File: src/rtl/data_delay_scan.sv
// Sweeps all 32 delay taps, judges each against a training pattern, then centres
// the delay in the widest passing window and applies it through the delay-reset controller.
module data_delay_scan #(
    parameter int                DATA_W  = 8,
    parameter logic [DATA_W-1:0] PATTERN = 'hA5,
    parameter int                SAMPLES = 16,
    parameter int                SETTLE  = 16
) (
    input  logic              clk,
    input  logic              reset,
    input  logic              start,
    input  logic [DATA_W-1:0] data_in,
    input  logic              delay_rst_in,
    input  logic              delay_err,
    output logic [4:0]        delay_tap,
    output logic              busy,
    output logic              done,
    output logic              fail,
    output logic [31:0]       pass_map,
    output logic [5:0]        best_len
);

    localparam logic [7:0] SETTLE_LAST = 8'(SETTLE - 1);
    localparam logic [7:0] SAMPLE_LAST = 8'(SAMPLES - 1);

    typedef enum logic [2:0] {
        IDLE,
        SETTLING,
        SAMPLE,
        NEXT,
        ANALYZE,
        APPLY,
        FINISH
    } state_t;

    state_t     state;
    logic [7:0] settle_cnt;
    logic [7:0] sample_cnt;
    logic       sample_ok;
    logic [4:0] scan_idx;
    logic [4:0] cur_start;
    logic [5:0] cur_len;
    logic [4:0] best_start;

    logic       bit_now;
    logic       sample_ok_n;
    logic [5:0] run_len_n;
    logic [4:0] run_start_n;
    logic [5:0] best_len_n;
    logic [4:0] best_start_n;
    logic [5:0] half_len;
    logic [4:0] chosen_tap;

    // Window tracking for the bit under scan; the best run is updated as it grows,
    // so a run reaching bit 31 is covered and strict '>' keeps the lowest start on ties.
    always_comb begin
        bit_now      = pass_map[scan_idx];
        sample_ok_n  = sample_ok && (data_in == PATTERN) && !delay_rst_in;
        run_len_n    = 6'd0;
        run_start_n  = cur_start;
        if (bit_now) begin
            run_len_n   = cur_len + 6'd1;
            run_start_n = (cur_len == 6'd0) ? scan_idx : cur_start;
        end
        best_len_n   = best_len;
        best_start_n = best_start;
        if (run_len_n > best_len) begin
            best_len_n   = run_len_n;
            best_start_n = run_start_n;
        end
        half_len   = (best_len_n - 6'd1) >> 1;
        chosen_tap = best_start_n + half_len[4:0];
    end

    always_ff @(posedge clk) begin
        if (reset) begin
            state      <= IDLE;
            delay_tap  <= 5'd0;
            busy       <= 1'b0;
            done       <= 1'b0;
            fail       <= 1'b0;
            pass_map   <= 32'd0;
            best_len   <= 6'd0;
            settle_cnt <= 8'd0;
            sample_cnt <= 8'd0;
            sample_ok  <= 1'b0;
            scan_idx   <= 5'd0;
            cur_start  <= 5'd0;
            cur_len    <= 6'd0;
            best_start <= 5'd0;
        end else begin
            case (state)
                IDLE: begin
                    if (start) begin
                        busy       <= 1'b1;
                        done       <= 1'b0;
                        fail       <= 1'b0;
                        pass_map   <= 32'd0;
                        best_len   <= 6'd0;
                        delay_tap  <= 5'd0;
                        settle_cnt <= 8'd0;
                        state      <= SETTLING;
                    end
                end
                SETTLING: begin
                    if (delay_rst_in) begin
                        settle_cnt <= 8'd0;
                    end else if (settle_cnt == SETTLE_LAST) begin
                        if (delay_err) begin
                            pass_map[delay_tap] <= 1'b0;
                            state               <= NEXT;
                        end else begin
                            sample_cnt <= 8'd0;
                            sample_ok  <= 1'b1;
                            state      <= SAMPLE;
                        end
                    end else begin
                        settle_cnt <= settle_cnt + 8'd1;
                    end
                end
                SAMPLE: begin
                    sample_ok <= sample_ok_n;
                    if (sample_cnt == SAMPLE_LAST) begin
                        pass_map[delay_tap] <= sample_ok_n;
                        state               <= NEXT;
                    end else begin
                        sample_cnt <= sample_cnt + 8'd1;
                    end
                end
                NEXT: begin
                    if (delay_tap != 5'd31) begin
                        delay_tap  <= delay_tap + 5'd1;
                        settle_cnt <= 8'd0;
                        state      <= SETTLING;
                    end else begin
                        scan_idx   <= 5'd0;
                        cur_start  <= 5'd0;
                        cur_len    <= 6'd0;
                        best_start <= 5'd0;
                        best_len   <= 6'd0;
                        state      <= ANALYZE;
                    end
                end
                ANALYZE: begin
                    cur_len    <= run_len_n;
                    cur_start  <= run_start_n;
                    best_len   <= best_len_n;
                    best_start <= best_start_n;
                    if (scan_idx == 5'd31) begin
                        if (best_len_n != 6'd0) begin
                            delay_tap  <= chosen_tap;
                            settle_cnt <= 8'd0;
                            state      <= APPLY;
                        end else begin
                            delay_tap <= 5'd0;
                            fail      <= 1'b1;
                            state     <= FINISH;
                        end
                    end else begin
                        scan_idx <= scan_idx + 5'd1;
                    end
                end
                APPLY: begin
                    if (delay_rst_in) begin
                        settle_cnt <= 8'd0;
                    end else if (settle_cnt == SETTLE_LAST) begin
                        fail  <= delay_err;
                        state <= FINISH;
                    end else begin
                        settle_cnt <= settle_cnt + 8'd1;
                    end
                end
                FINISH: begin
                    busy  <= 1'b0;
                    done  <= 1'b1;
                    state <= IDLE;
                end
                default: state <= IDLE;
            endcase
        end
    end

endmodule

File: config.mk
export PLATFORM = sky130hd
export DESIGN_NAME = data_delay_scan
export DESIGN_NICKNAME = d
export VERILOG_FILES = /design/src/rtl/data_delay_scan.sv
export SDC_FILE = /design/constraint.sdc
export NUM_CORES = 1
export LEC_CHECK = 0
export CAP_MARGIN = 20
export CELL_PAD_IN_SITES_DETAIL_PLACEMENT = 1
export CELL_PAD_IN_SITES_GLOBAL_PLACEMENT = 1
export CORE_MARGIN = 5
export CORE_UTILIZATION = 45
export CTS_CLUSTER_SIZE = 14
export DETAILED_ROUTE_END_ITERATION = 7
export PLACE_DENSITY_LB_ADDON = 0.1
export SETUP_SLACK_MARGIN = 0.1
export SYNTH_ARGS = -nofsm -noshare
export SYNTH_HDL_FRONTEND = slang
export SYNTH_SLANG_ARGS = --single-unit
export TNS_END_PERCENT = 100
File: constraint.sdc
create_clock -name clk -period 8.5 [get_ports clk]
set_input_delay 0.85 -clock clk [delete_from_list [all_inputs] [get_ports clk]]
set_output_delay 0.85 -clock clk [all_outputs]
set_load 0.005 [all_outputs]
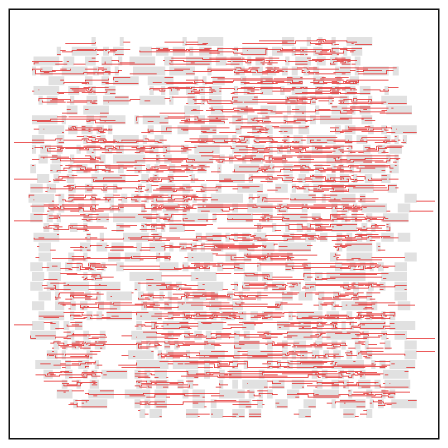
Figure 1: run 1, the metal 1 layer.
- wire length on this layer: 8,000 um
- longest straight run: 51.5 um
- main direction: horizontal

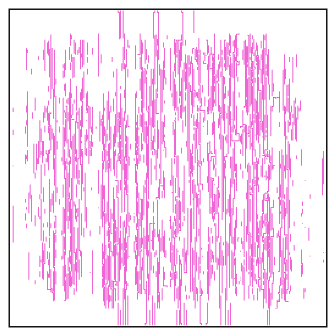
Figure 2: run 1, the metal 2 layer.
- longest straight run: 55.8 um
- nets with wire on the layer: 668
- share of all routed wire: 49%
- main direction: vertical
- wire length on this layer: 8,740 um

==> metrics.cfg, run 1 <==
[setup_path]
crit_slowest_cell = dfxtp_1
r2r_setup_slack_ns = 1.91
critical_path_arrival_ns = 6.85
reg2reg_from = scan_idx[2]
rr_worst_depth = 22
crit_family = AND-OR/OR-AND gates
end_kind = flop

[grt]
met3_usage = 0.0384
grt.met2_usage = 0.430
grt_pass1_vias = 5476

[die]
boundaryPins = 59

[finish]
fin_nets = 753
num-clock-buffers = 10
buf_share = 0.0984
mostFrequentLayoutCells = a21oi_1 (88), dfxtp_1 (87), nor2_1 (65)
area.share.combinational = 0.530
n_fill_cell = 1434
regArea_um2 = 1740
seq_share = 0.279
lay_top_count = a21oi_1

[min_path]
min_to = sample_ok
hold_path_depth = 2

[clock_network]
cts_num_sinks = 87
htreeDepth = 3

[pwr]
p_seq_uw = 442

[placed_design]
placed_area_um2 = 5930

[drt]
drtAntennaViolNets = 0
via_count = 5364

[synth]
top_cells_by_area = dfxtp_1 (33%), a21oi_1 (8.2%), ha_1 (4.9%)
fp_nets = 731
synth_area_um2 = 5340

[sta]
period_used_share = 0.775
finClkSkew_ns = 0.00914

[run_status]
status = complete, no violations

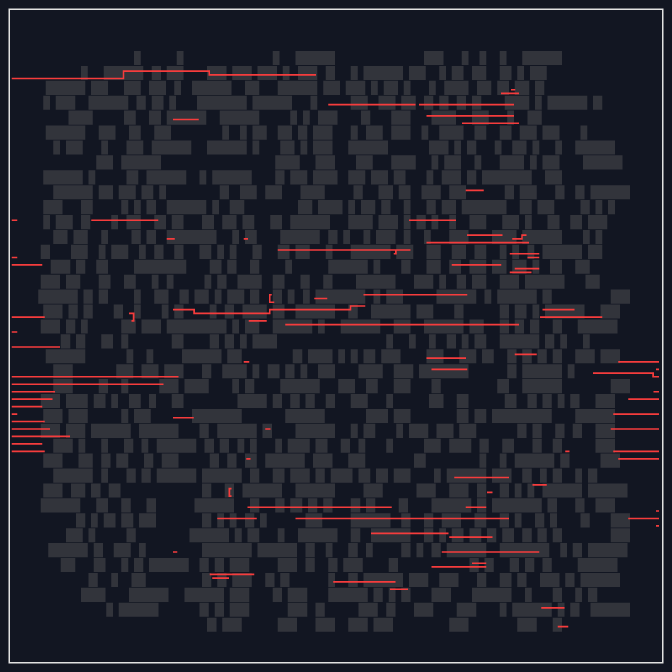
Figure 3: run 1, M3 wires.
- nets with wire on the layer: 58
- longest straight run: 42.3 um
- main direction: horizontal
- wire length on this layer: 737 um
- share of all routed wire: 4.1%

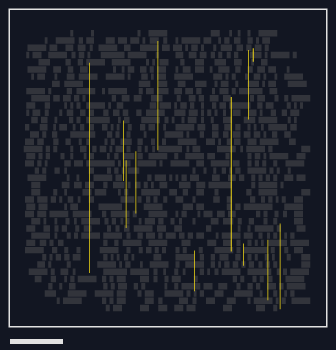
Figure 4: run 1, metal 4.
Bar = 20 um.
- nets with wire on the layer: 9
- longest straight run: 78.9 um
- main direction: vertical
- wire length on this layer: 356 um
- share of all routed wire: 2.0%

Figure 5. Routing congestion (run 1).
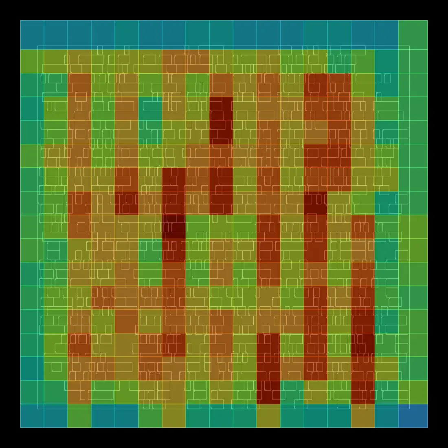

==> run 1 -> run 2 <==
Settings changed: CORE_UTILIZATION 45 to 42.
Clock period 8.5 ns to 6.1 ns, I/O delays scaled along.
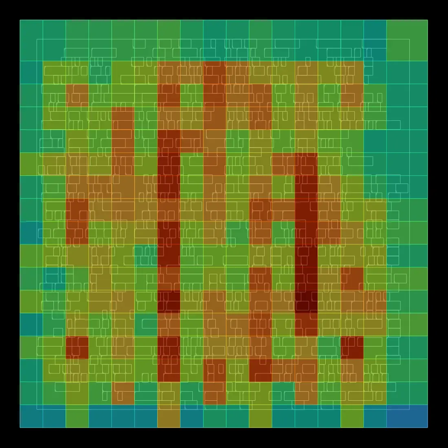
Figure 6: run 2, routing congestion.
All-Layer GR Usage: 0.227
met1 usage: 0.315
met3 Usage GRT: 0.0373
fin util: 0.507
busiest grt layer: met2

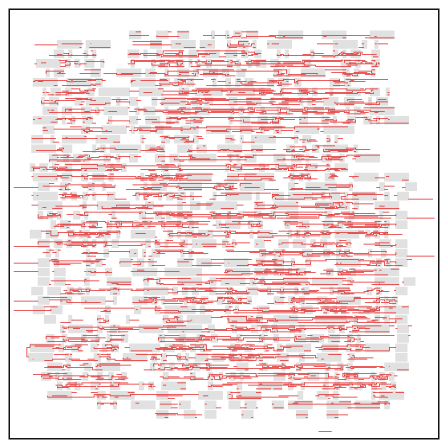
Figure 7: run 2, the metal 1 layer.
- nets with wire on the layer: 699
- wire length on this layer: 7,930 um

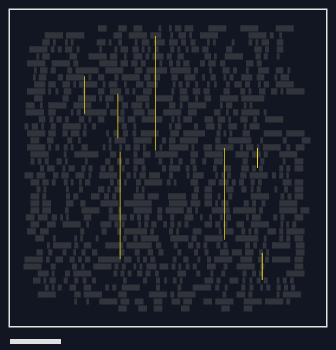
Figure 8: run 2, metal 4.
Bar = 20 um.
- wire length on this layer: 170 um
- main direction: vertical
- nets with wire on the layer: 5
- share of all routed wire: 1.0%
- longest straight run: 44.2 um

==> metrics.cfg, run 2 <==
[run_status]
status = complete, no violations

[grt]
grt-ovfl-total = 0
grt.met2_usage = 0.367  ; -0.0633
grt_pass1_vias = 5192  ; -5.2%

[min_path]
min_to = sample_ok
hold_path_depth = 2  ; unchanged

[synth]
simple_gate_share = 0.213
yosysTopAreaCellShare = 0.326
synth_area_um2 = 5340  ; unchanged
top_cells_by_area = dfxtp_1 (33%), a21oi_1 (8.2%), ha_1 (4.9%)
yosys_area_um2 = 5340
fp_nets = 731  ; unchanged

[setup_path]
critical_path_arrival_ns = 6.00  ; -0.85 ns
end_kind = flop
r2r_setup_slack_ns = 0.35  ; -1.56 ns
crit_family = AND-OR/OR-AND gates
rr_worst_depth = 23  ; +4.5%
reg2reg_from = scan_idx[2]
crit_slowest_cell = dfxtp_1

[finish]
seq_share = 0.275  ; -0.00433
layout.cells.non_filler = 900
n_fill_cell = 1568  ; +9.3%
regArea_um2 = 1750  ; +0.29%
buf_share = 0.105  ; +0.00667
mostFrequentLayoutCells = a21oi_1 (88), dfxtp_1 (85), nor2_1 (65)
lay_top_count = a21oi_1
comb.multi_input.count = 533
area.share.combinational = 0.525  ; -0.00479

[pwr]
p_seq_uw = 616  ; +39%
combPwrFrac = 0.234
p_leak_nw = 2.31
p_per_area_nw_per_um2 = 241

[drt]
drtAntennaViolNets = 0  ; unchanged
via_count = 5277  ; -1.6%

[sta]
setup_viol = 0
finClkSkew_ns = 0.00846  ; -0.000681 ns

[placed_design]
placed_area_um2 = 5990  ; +0.93%

[clock_network]
htreeDepth = 3  ; unchanged
cts_num_sinks = 87  ; unchanged

[die]
boundaryPins = 59  ; unchanged

